Design seq_mem_d2_loader_flat, sky130hd; sources not shown.
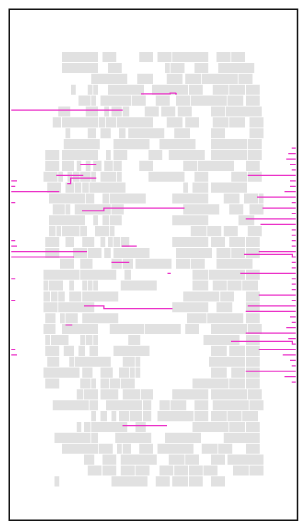
Fig. 1. The metal 3 layer (run 1).
Scale: 4 px per um. Cells faint in the background.
nets with wire on the layer	63
share of all routed wire	5.6%
longest straight run	27.6 um
wire length on this layer	378 um
met3 GRT Util: 5.64%
drt total wl: 6720 um
via count: 2088

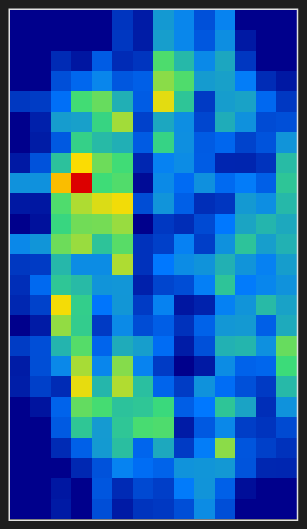
Fig. 2. Routed metal per tile (run 1).
Scale: 4 px per um. 14 x 25 tiles, from dark blue (low) to red (high), scaled to the fullest tile. Values are wire area over tile area, all layers added.
tiles over half the peak	11%
densest ninth of the die	middle left
mean over tiles	0.12
Tot GR Track Use: 14.9%
mean routed wirelength per cell: 17.3 um

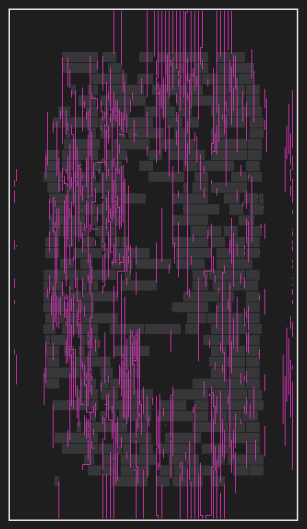
Fig. 3. Signal wires on met2 (run 1).
Scale: 4 px per um. Cells faint in the background.
wire length on this layer	3660 um
main direction	vertical
share of all routed wire	54%
longest straight run	49.3 um
met2 Use GR: 26.2%

==> results.ini, run 1 <==
[status]
status=complete, no violations

[final_layout]
nFillCells=469
areaGrowthSynthToFinish_pct=46.9
drive_above_1_share_pct=16.6
final_nets=394
postLayoutCoreUtil_pct=66.7

[global_route]
grt-ovfl-total=0
groute.layer.met1.usage_pct=14.9
grt_pass1_vias=2135
busiest_layer=met2
grt_max_degree=45

[critical_path]
slowest_delay_ns=1.19
cp_top_family=buffers and inverters
critPathKind=flop to output port
crit_required_ns=3.36
path_depth=1
startpoint_type=flop
path_cells=clkdlybuf4s50_1
arrival_ns=1.96
r2r_setup_slack_ns=2.32

[synth]
syn_area_per_cell_um2=12.5
synthesis.area_um2=2730
syn-instance-count=219
ys.flop_type=dfrtp_1
top_area_cell=dfrtp_1
yosys-stat-area_um2=2730
ys_ff=63
ys_cells=219

[clocking]
insertion_delay_ns=0.32
cts_sinks=63
cts_buffers=9

[floorplan]
row_count=40
fp_util_pct=45.4
die_area_um2=9130
fp.dieW_um=71.7

[job]
warnings=59

[sta]
worstMarginPinSlew_ns=1.00
fmax_mhz=357
finalCriticalPeriod_ns=2.80
rsz0062_at_grt=no
fin_crit_sh_pct=66.7
skew_ns=0.00429

[hold_path]
whs_path_depth=1

[place]
place_hpwl_um=5110
numPortBuffers=96
dp_cells=373

[route]
dr.pass1.iters=4

[run 1: layer usage]
metal | share of wire [%] | up-vias | wire (um)
li1 | - | 997 | -
met1 | 38 | 1006 | 2580
met2 | 54 | 78 | 3660
met3 | 5.6 | 7 | 378
met4 | 1.5 | 0 | 101
met5 | 0 | - | 0
[run 1: kinds of logic (layout without fill, tap and decap cells)]
logic type / count (synthesis) / after routing / share of synthesized area [%]
compound gates: 30 / 30 / 7.47
xor+xnor: 6 / 6 / 1.93
simple gates: 64 / 64 / 13.9
flops: 63 / 63 / 57.8
fa+ha+maj: 3 / 3 / 1.38
mux: 36 / 36 / 14.7
other cells: 1 / 2 / 0.137
buf+inv: 16 / 121 / 2.75
[run 1: Yosys cell counts, drive strengths merged, types with 3 or more instances]
| master | number |
|---|---|
| a21oi | 4 |
| buf | 8 |
| dfrtp | 63 |
| ha | 3 |
| inv | 7 |
| mux2 | 32 |
| mux2i | 4 |
| nand2 | 19 |
| nand3 | 8 |
| nand4 | 5 |
| nor2 | 10 |
| nor3b | 3 |
| nor4 | 3 |
| o21ai | 8 |
| o31ai | 3 |
| or3 | 4 |
| or4 | 3 |
| xnor2 | 5 |
[run 1: final cells by class]
type	count	area, um^2	area share (%)
flip-flops and latches	63	1580	39.3
multi-input cells	141	1080	27.0
repair buffers	99	983	24.5
clock buffers	14	254	6.34
well taps	63	78.8	1.97
inverters	7	26.3	0.656
clock inverters	1	5.00	0.125
[run 1: placed cells by master (no fill, tap or decap), drive strengths merged, types with 2 or more instances in the layout]
master / count
nor2: 10
or3: 4
nand3: 8
ha: 3
nand4: 5
dfrtp: 63
o41ai: 2
o31ai: 3
nor3b: 3
a22o: 2
a21o: 2
nor4: 3
nand2: 19
a31o: 2
conb: 2
o211ai: 2
clkdlybuf4s50: 96
nand4b: 2
or4: 3
o21ai: 8
mux2: 32
and4: 2
xnor2: 5
a21oi: 4
mux2i: 4
inv: 7
clkbuf: 14
buf: 3
--- run 2 (diff from run 1) ---
- CORE_UTILIZATION: 44 -> 41
- PLACE_DENSITY: 0.89 -> 0.84
- clock period: 4.2 -> 2.95 ns (I/O delays scaled with it)
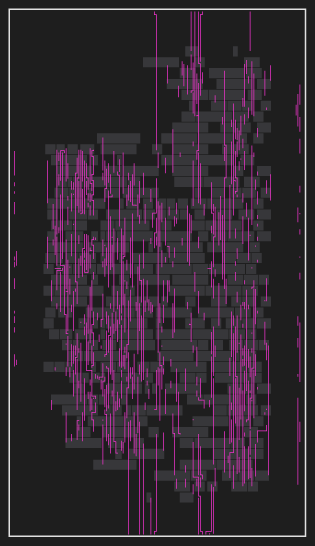
Fig. 4. Signal wires on met2 (run 2).
Scale: 4 px per um. Cells faint in the background.
longest straight run	37.7 um
main direction	vertical
share of all routed wire	45%
nets with wire on the layer	332
wire length on this layer	3150 um
met2 Use GR: 21.8%
via count: 2133
drt total wl: 6970 um

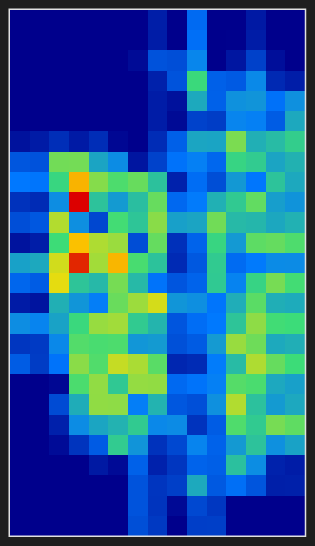
Fig. 5. Routed metal per tile (run 2).
Scale: 4 px per um. 15 x 26 tiles, from dark blue (low) to red (high), scaled to the fullest tile. Values are wire area over tile area, all layers added.
emptiest ninth of the die	upper left
mean over tiles	0.12
nearly empty tiles	25%
densest ninth of the die	middle right
tiles over half the peak	16%
mean routed wirelength per cell: 16.8 um
Tot GR Track Use: 14.6%

==> run 2 against run 1 <==
Against the previous run:
- critical path type is now primary input to flop
- global-route usage decreased by 0.33 points
- flip-flop count is the same
- worst hold slack better by 0.0076 ns
==> results.ini, run 2 <==
[synth]
yosys-stat-area_um2=2730  ; unchanged
syn_area_per_cell_um2=12.5  ; unchanged
top_cell_area_share_pct=57.8  ; unchanged
ys_ff=63  ; unchanged
yosysMostFrequentCell=dfrtp_1  ; unchanged
syn-instance-count=219  ; unchanged
synthesis.area_um2=2730  ; unchanged
ys.flop_type=dfrtp_1  ; unchanged
synthTopCellsByCount=dfrtp_1, mux2_2, nand2_1  ; unchanged
ys_cells=219  ; unchanged

[global_route]
grt-ovfl-total=0  ; unchanged
grt_max_degree=34  ; was 45
grt_pass1_vias=2261  ; was 2135

[route]
dr.pass1.iters=4  ; unchanged

[place]
place_hpwl_um=5320  ; was 5110 um
dp_cells=399  ; was 373
numPortBuffers=96  ; unchanged
placed_area_um2=3650  ; was 3750 um^2

[clocking]
htreeDepth=3  ; unchanged
cts_sinks=63  ; unchanged
insertion_delay_ns=0.32  ; about the same
cts_buffers=9  ; unchanged

[sta]
worstMarginPinSlew_ns=0.702  ; was 1.00 ns
skew_ns=0.00354  ; was 0.00429 ns
rsz0062_at_grt=no  ; unchanged
fmax_mhz=470
finalCriticalPeriod_ns=2.13
fin_crit_sh_pct=72.1

[hold_path]
whs_path_depth=1  ; unchanged

[critical_path]
startpoint_type=primary input  ; was flop
crit_required_ns=3.19  ; was 3.36 ns
critPathKind=primary input to flop  ; was flop to output port
r2r_setup_slack_ns=1.05  ; was 2.32 ns
arrival_ns=2.37  ; was 1.96 ns

[final_layout]
areaGrowthSynthToFinish_pct=45.7  ; was 46.9%
drive_above_1_share_pct=36.1  ; was 16.6%
nFillCells=555  ; was 469
final_nets=395  ; was 394
postLayoutCoreUtil_pct=61.0  ; was 66.7%

[floorplan]
row_count=42  ; was 40
fp.dieW_um=73.7  ; was 71.7 um
die_area_um2=9680  ; was 9130 um^2
fp_util_pct=41.9  ; was 45.4%

[status]
status=complete, no violations  ; unchanged

[job]
warnings=59  ; unchanged

run 2: routing by layer:
layer | up-vias | track usage [%] | wire length, um
met5 | - | 0 | 0
met4 | 0 | 5.16 | 87
met3 | 7 | 7.09 | 850
met2 | 101 | 21.8 | 3150
met1 | 1030 | 17.5 | 2880
li1 | 995 | - | -
run 2: critical path, cell delays in order:
cell	delay, ns
clkdlybuf4s50_1	0.54
nand4b_4	0.22
or4_4	0.56
or3_1	0.32
a21oi_1	0.14
run 2: cell families (layout without fill, tap and decap cells):
kind of cell	after synthesis	in the layout	share of synthesized area (%)
AND-OR/OR-AND	30	30	7.47
XOR/XNOR	6	6	1.93
adder cells (fa/ha/maj)	3	3	1.38
buffers and inverters	16	123	2.75
flip-flops	63	63	57.8
multiplexers	36	36	14.7
other	1	2	0.137
AND/OR/NAND/NOR	64	64	13.9
run 2: layout make-up:
type | instances | area (um^2) | area share [%]
flip-flops and latches | 63 | 1580 | 39.7
well taps | 88 | 110 | 2.77
clock buffers | 13 | 260 | 6.55
inverters | 7 | 26.3 | 0.661
repair buffers | 100 | 853 | 21.5
clock inverters | 3 | 65.1 | 1.64
multi-input cells | 141 | 1080 | 27.3
